File: src/rtl/wb_block_master.sv
// wb_block_master: Wishbone classic initiator that fills a block of SRAM words
// with an incrementing pattern (FILL) or reads a block back and returns a
// 32-bit running sum (READSUM). One single transfer is outstanding at a time.
module wb_block_master #(
    parameter int ADDR_WD = 9,
    parameter int DATA_WD = 32,
    parameter int TIMEOUT = 15
) (
    input  logic                   wb_clk_i,
    input  logic                   rst_n,
    // command side
    input  logic                   cmd_valid_i,
    output logic                   cmd_ready_o,
    input  logic                   cmd_op_i,
    input  logic [ADDR_WD-1:0]     cmd_addr_i,
    input  logic [ADDR_WD-1:0]     cmd_len_i,
    input  logic [DATA_WD-1:0]     cmd_seed_i,
    output logic                   busy_o,
    output logic                   done_o,
    output logic                   err_o,
    output logic [DATA_WD-1:0]     sum_o,
    // Wishbone initiator side
    output logic                   wb_cyc_o,
    output logic                   wb_stb_o,
    output logic                   wb_we_o,
    output logic [ADDR_WD-1:0]     wb_adr_o,
    output logic [DATA_WD-1:0]     wb_dat_o,
    output logic [DATA_WD/8-1:0]   wb_sel_o,
    input  logic [DATA_WD-1:0]     wb_dat_i,
    input  logic                   wb_ack_i
);

    localparam int         SEL_WD   = DATA_WD / 8;
    localparam logic [7:0] TMO_LAST = 8'(TIMEOUT - 1);

    typedef enum logic [1:0] {
        S_IDLE  = 2'd0,
        S_ISSUE = 2'd1,
        S_DONE  = 2'd2
    } state_t;

    state_t               r_state;
    state_t               w_state_nxt;

    logic                 r_op;      // 0 = FILL, 1 = READSUM
    logic [ADDR_WD-1:0]   r_addr;
    logic [ADDR_WD-1:0]   r_len;
    logic [ADDR_WD-1:0]   r_idx;
    logic [DATA_WD-1:0]   r_seed;
    logic [7:0]           r_tmo;
    logic                 r_err;
    logic [DATA_WD-1:0]   r_sum;

    logic                 w_issue;
    logic                 w_accept;
    logic                 w_xfer;
    logic                 w_timeout;
    logic                 w_last;
    logic [ADDR_WD-1:0]   w_idx_nxt;

    assign w_issue   = (r_state == S_ISSUE);
    assign w_idx_nxt = r_idx + 1'b1;
    assign w_last    = (w_idx_nxt == r_len);

    // State register; reset returns to IDLE immediately, even mid-transfer.
    always_ff @(posedge wb_clk_i or negedge rst_n) begin
        if (!rst_n) begin
            r_state <= S_IDLE;
        end else begin
            // NOTE: non-blocking so every register samples pre-edge values,
            // which is what the hardware does; blocking here creates order races.
            r_state <= w_state_nxt;
        end
    end

    // Next-state decode plus the one-cycle strobes that steer the datapath.
    always_comb begin
        // NOTE: every output gets a default first, so no path leaves a
        // variable unassigned and no latch is inferred.
        w_state_nxt = r_state;
        w_accept    = 1'b0;
        w_xfer      = 1'b0;
        w_timeout   = 1'b0;
        case (r_state)
            S_IDLE: begin
                if (cmd_valid_i) begin
                    w_accept    = 1'b1;
                    w_state_nxt = (cmd_len_i == '0) ? S_DONE : S_ISSUE;
                end
            end
            S_ISSUE: begin
                // An ack in the timeout cycle still completes the transfer.
                if (wb_ack_i) begin
                    w_xfer = 1'b1;
                    if (w_last) begin
                        w_state_nxt = S_DONE;
                    end
                end else if (r_tmo == TMO_LAST) begin
                    w_timeout   = 1'b1;
                    w_state_nxt = S_DONE;
                end
            end
            S_DONE: begin
                w_state_nxt = S_IDLE;
            end
            default: begin
                w_state_nxt = S_IDLE;
            end
        endcase
    end

    // Command latch, address/index advance, timeout counter, sum and error.
    always_ff @(posedge wb_clk_i or negedge rst_n) begin
        if (!rst_n) begin
            r_op   <= 1'b0;
            r_addr <= '0;
            r_len  <= '0;
            r_idx  <= '0;
            r_seed <= '0;
            r_tmo  <= '0;
            r_err  <= 1'b0;
            r_sum  <= '0;
        end else if (w_accept) begin
            r_op   <= cmd_op_i;
            r_addr <= cmd_addr_i;
            r_len  <= cmd_len_i;
            r_seed <= cmd_seed_i;
            r_idx  <= '0;
            r_tmo  <= '0;
            r_err  <= 1'b0;
            r_sum  <= '0;
        end else if (w_xfer) begin
            if (r_op) begin
                r_sum <= r_sum + wb_dat_i;
            end
            r_addr <= r_addr + 1'b1;
            r_idx  <= w_idx_nxt;
            r_tmo  <= '0;
        end else if (w_timeout) begin
            r_err <= 1'b1;
        end else if (w_issue) begin
            r_tmo <= r_tmo + 1'b1;
        end
    end

    // Bus outputs are gated by ISSUE so they are all zero outside a transfer.
    assign wb_cyc_o    = w_issue;
    assign wb_stb_o    = w_issue;
    assign wb_we_o     = w_issue & ~r_op;
    assign wb_adr_o    = w_issue ? r_addr : '0;
    assign wb_dat_o    = (w_issue && !r_op) ?
                         (r_seed + {{(DATA_WD-ADDR_WD){1'b0}}, r_idx}) : '0;
    assign wb_sel_o    = {SEL_WD{w_issue}};

    assign cmd_ready_o = (r_state == S_IDLE);
    assign busy_o      = (r_state != S_IDLE);
    assign done_o      = (r_state == S_DONE);
    assign err_o       = r_err;
    assign sum_o       = r_sum;

endmodule

File: config.mk
export PLATFORM = sky130hd
export DESIGN_NAME = wb_block_master
export DESIGN_NICKNAME = d
export VERILOG_FILES = /design/src/rtl/wb_block_master.sv
export SDC_FILE = /design/constraint.sdc
export NUM_CORES = 1
export LEC_CHECK = 0
export CORE_MARGIN = 2
export CORE_UTILIZATION = 46
export DETAILED_ROUTE_END_ITERATION = 16
export PLACE_DENSITY_LB_ADDON = 0.1
export SLEW_MARGIN = 20
export SYNTH_ARGS = -nofsm -noshare
export SYNTH_HDL_FRONTEND = slang
export SYNTH_SLANG_ARGS = --single-unit
File: constraint.sdc
create_clock -name wb_clk_i -period 3.2 [get_ports wb_clk_i]
set_input_delay 0.64 -clock wb_clk_i [delete_from_list [all_inputs] [get_ports wb_clk_i]]
set_output_delay 0.64 -clock wb_clk_i [all_outputs]
set_load 0.05 [all_outputs]
Gate-type map:
Scale: 3 px per um.
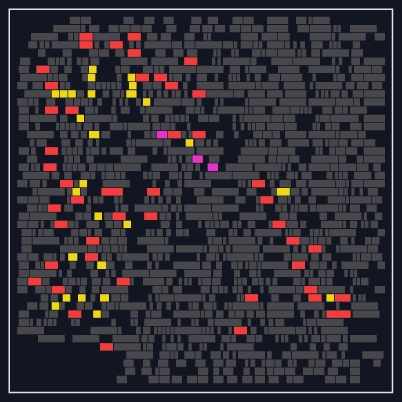
multiplexers -> magenta  # cells 3
adder and majority cells -> red  # cells 46, where all over the die
AND-OR and OR-AND gates -> yellow  # cells 26

Nets reached from selected ports:
Scale: 4 px per um.
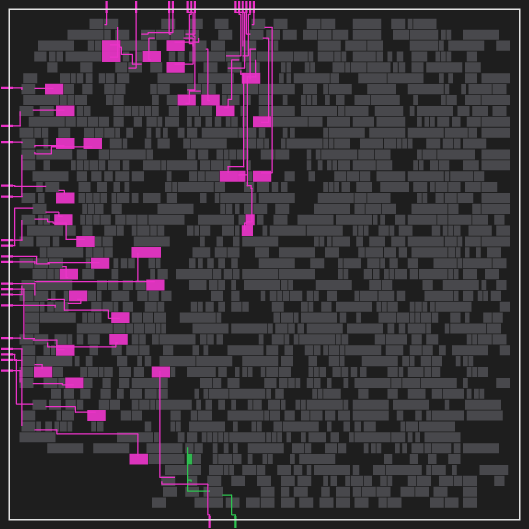
`cmd_ready_o` -> green  # direction output, end cells 1, wire 26.5 um
`wb_dat_i` -> magenta  # direction input, end cells 35, wire 836 um

Clock nets:
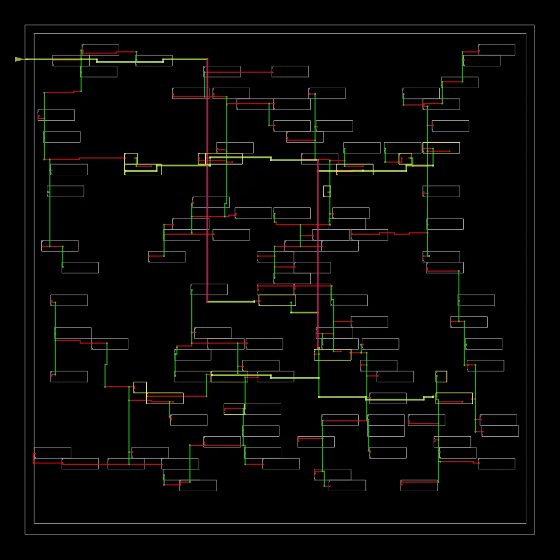
reported clock group power: 1.06 mW
Layout Skew: 0.00484 ns

[layout by cell type, fill, tap and decap left out, drive strengths merged, types with 2 or more instances in the layout]
cell / instances
a211o: 2
a211oi: 4
a21boi: 3
a21o: 18
a21oi: 50
a31oi: 7
and2: 16
and3: 16
and4: 4
buf: 107
clkbuf: 10
clkdlybuf4s50: 136
clkinv: 3
dfrtp: 103
fa: 2
ha: 44
inv: 17
mux2i: 3
nand2: 211
nand2b: 8
nand3: 38
nand4: 9
nor2: 61
nor2b: 5
nor3: 11
nor3b: 3
nor4: 3
o2111ai: 4
o211ai: 6
o21a: 2
o21ai: 77
o21bai: 5
o31ai: 4
xnor2: 28
xor2: 48
==> results.cfg <==
; flow metrics
[outcome]
run_status = finished, violations left
violated_checks = negative setup slack

[finish]
clock_buffer_count = 10
final_layout_size_suffix_gt1_frac = 0.179
insertedDiodeCount = 1
layout.cells.non_filler = 1271
layout.nets = 1210
multi_input_gate_count = 705
largest_cell_class = logic gates
fill_cells = 1259
final.signal_buffer_count = 243
seq_area_frac = 0.253

[sta]
tightest_slew_ns = 0.774
final.setup.worst_slack_ns = -0.386
fmax_mhz = 279
setup_viol = 24
slew_headroom = 0.484
tns_ns = -7.88

[critical_path]
rrSetupSlack_ns = 0.48
setup.worst_path.start = r_idx[0]$_DFFE_PN0P_
required_ns = 2.56
r2r-end = sum_o[30]$_DFFE_PN0P_
regToRegStartpoint = sum_o[0]$_DFFE_PN0P_
critical_path.max_fanout = 6
endpoint = wb_dat_o[14]
worstPathBufferInverterCount = 4

[route]
met2_wl_mm = 9.71
detailroute.via_count = 6691
drt_iter0_drc = 337
wire_per_inst_um = 15.0
detailedRoute.firstPassIterationCount = 4
postRouteWirelength_mm = 19.1
drt-met1-wl_mm = 8.33

[global_routing]
global_route.overflow_total = 0
grt_start_max_net_pins = 104
globalRouteMet1Util = 0.307
grt_most_used_layer = met2
grtUsageMet3 = 0.0423
grt_first_pass_wirelength_mm = 31.8

[synthesis]
synth-edff-count = 0
post_synth.cell_area_avg_sq_um = 8.06
synth-warning-count = 0
common_cells = nand2_1 (211), dfrtp_1 (103), o21ai_0 (69)
multiplexer_fraction_of_the_synthesized_cell_area = 0.00430
most_common_cell = nand2_1
synth.lib_cells_used.distinct = 53
asyncSetResetFlopFracSynth = 1.00
netlist_logic_family_top = simple AND/OR/NAND/NOR gates
synth_cells = 867
yosys-stat-cells = 867
simple_gate_area_frac = 0.247
top_area_cell = dfrtp_1

[floorplanning]
die_area_sq_mm = 0.0162
floorplan.io_pins = 171
core_util_at_fp = 0.465
core_sq_mm = 0.0150
floorplan_row_count = 45
tapCellCount = 188

[power_and_ir_drop]
share_clk_of_total_power = 0.114
internal_power_mw = 4.75
netSwitchingPower_mw = 4.58
power.total_mw = 9.33
power.group.top = combinational logic
power.leakage_nw = 4.58
power.switching_fraction = 0.491

[clock_network]
postCtsSetupRepairBufs = 4
number_of_cells_upsized_or_downsized_after_cts = 20
clock_insertion_delay_worst_skew_ns = 0.35
cts.root.buffer_cell = clkbuf_16
numCtsBuffers = 9
clk_path_buf_depth = 2
cts_tree = built
cts.sinks = 103
cts_max_level = 3

[placed_design]
place_area_sq_mm = 0.00965
dp_hpwl_mm = 14.3
dp_slack_ns = -0.248
place.detailed.instances = 1246
portBuffers = 170
Power is estimated from default activity; no workload was simulated.
